drive_strength.png
Bar = 20 um.
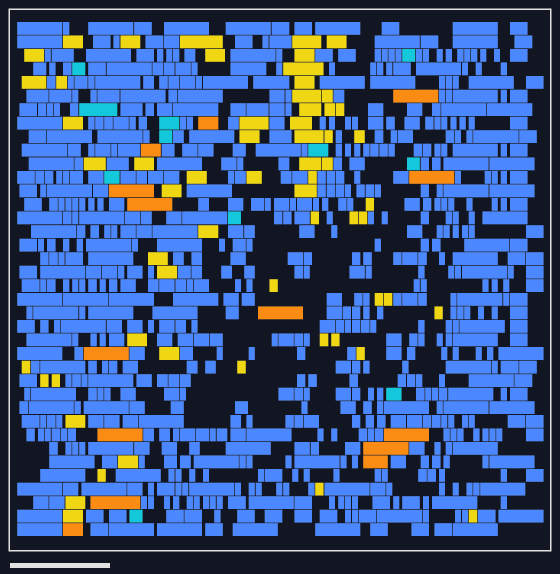
clock_map.png
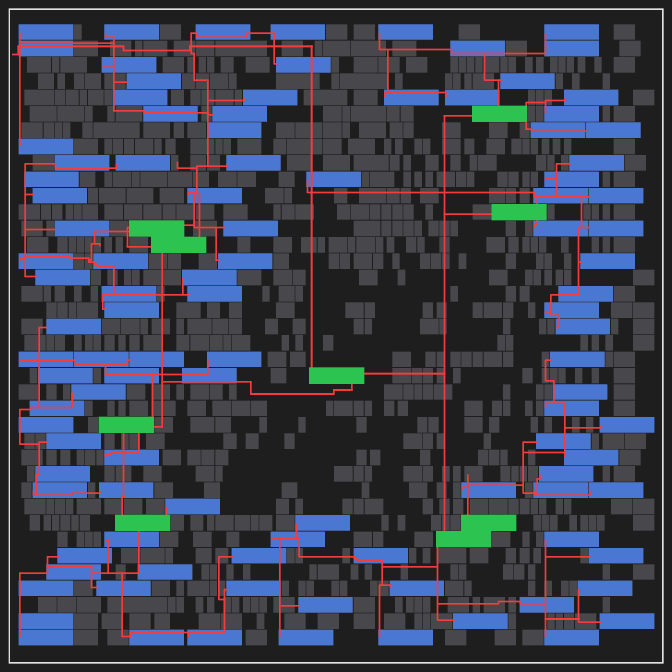
Design poly_bank_loader, sky130hd; sources not shown.
==> CHANGELOG.md <==
### Physical design

- Synthesized Nets: 758
- Critical path startpoint category: flop
- Sequential area share after synthesis: a little over two fifths
- # Cells Yosys: 727
- Tool warnings: 32
- Status: finished, final reports clean
- Slowest CP cell: dfrtp_1
- Die height: 108 um
- Worst slew pin tran: ~0.82 ns
- Crit end category: flop
- Period Utilization, post-route: just over 90%
- RSZ-0062 raised after global routing: false
- Hold-fix buffers, CTS: 0
- Reg2reg setup slack: 0.23 ns
- Max-cap violations: 0
- Drc violations: 0
- Crit path arrival time: 3.50 ns
- Final Max Slew Viols: 0
- CTS Buf Count: 9
- Vias in the first global route: 5886
- Top-count cell post-synth: nand2_1
- Worst Reg-to-Reg Cells: 10
- Post-synth ARST share: 100%
- Fin. Hold Viols: 0
- Clk slew on worst S/H paths: ~0.07 ns
- Detailed Route WL: 19.8 mm
- Setup total negative slack: 0 ns
- Filler cell count: 873
- Gr usage total: 35.5%
- Syn_area_per_cell: 8.56 sq um
- Synth cell count leaders: nand2_1 (239), dfrtp_1 (105), o21ai_0 (86), a221oi_1 (48), a22o_1 (36)
- Htree depth: 3
- Synth area leaders: dfrtp_1 (42%), nand2_1 (14%), o21ai_0 (6.9%)
- Post-cts sizing count: 0
- First-pass GRT wire length: about 31 mm
- Die area: between 10000 and 15000 sq um
- Final net count: 844
- WP buf/inv: 2
- IO Pins: 77
- Post-route ant nets: 0
- CTS sink count: 105
- Gate Area: roughly 3300 sq um
- Ys Warns: 6
- Ys flop type: dfrtp_1
- Core area: ~11000 sq um
- Max-slew headroom: 44.6%
- Wire per inst: 20.6 um
- Yosys chip area: between 6000 and 7000 sq um
- Ant diodes: 0
- Final GP Congestion: 0.894
- Final setup violation count: 0
- Pre-CTS setup slack: 0.0184 ns
- Max Buffers Root-to-Sink: 2
- Dpl hpwl: 15.0 mm
- Worst-path fanout max: 10
- Rows: 38
- Synth area leader: dfrtp_1
- Hold Path Depth: 2
- Clock latency on the worst-skew pair: 0.35 ns
- Initial antenna violation count: 0
- Kind of critical path: flop to flop
- Max stage delay on crit path: 0.54 ns
- Maximum clock frequency: 311 MHz
- Critical path required time: 3.73 ns
- Cells after Synth: 727
- CTS tree: done
- Drt first pass iters: 7
- Die width: about 110 um
- Final min period: 3.22 ns
- Core Density at Floorplan: 56.9%
- Mapped cell area: 6220 sq um
- Global route overflow: 0
- Detailed-route via count: 6088
-- drive_strength.png (at the start) --
Key: orange = drive 6 and up [cells 14, share 1.7%]; cyan = drive 3 to 4 [cells 11, share 1.3%]; yellow = drive 2 [cells 60, share 7.3%]; blue = drive 1 or less [cells 733, share 90%]
setup ws final: 0.234 ns
Final Instance Area: 7470 sq um
Buffers excl. clock: 126
Area Growth Syn to Fin: 20.1%

-- clock_map.png (at the start) --
Key: red = clock wires [length 1230 um]; green = cells driving clock nets [count 9]; blue = flip-flops [count 105]
There are 10 routed clock nets. Position of the flops: all over the die.
clock skew: 0.00938 ns

## layer usage
| metal | vias to the layer above | global-route usage, % | wire [um] |
|---|---|---|---|
| li1 | 2716 | - | - |
| met1 | 3008 | 48.2 | 8480 |
| met2 | 311 | 56.1 | 9160 |
| met3 | 53 | 5.79 | 1500 |
| met4 | 0 | 15.4 | 618 |
| met5 | - | 0 | 0 |
## tightest hold or removal path: stages (launching register included)
cell	delay, ns
dfrtp_1	0.34
nand2_1	0.05
nand2_1	0.05
## kinds of logic after synthesis
| family | after synthesis | synth area share [%] |
|---|---|---|
| compound gates | 208 | 23.4 |
| xor+xnor | 15 | 2.71 |
| fa+ha+maj | 13 | 2.97 |
| buf+inv | 64 | 4.74 |
| flops | 105 | 42.2 |
| mux | 21 | 3.84 |
| other cells | 1 | 0.0602 |
| simple gates | 300 | 20.1 |
## layout make-up
type	count	share of cell area, %
repair buffers	76	10.4
well taps	140	2.34
clock buffers	12	3.30
multi-input cells	558	44.5
clock inverters	4	0.385
flip-flops and latches	105	35.2
plain buffers	50	3.25
inverters	13	0.653
## stage by stage
stage                     cell area [sq um]  hold WS (ns)  std cells
after floorplan                        6220         0.450        727
after global placement                 7150         0.458        942
after detailed placement               7180         0.462        943
after CTS                              7450         0.479        959
after global routing                   7470         0.499        958
final                                  7470         0.476        958
## cell usage in the layout, fill, tap and decap left out, types with 14 or more instances in the layout
master             n
nand2_1          239
clkdlybuf4s50_1   74
a221oi_1          48
clkbuf_1          25
a22o_1            36
buf_2             20
nor2b_1           14
o21ai_0           86
mux2_2            20
dfrtp_1          105
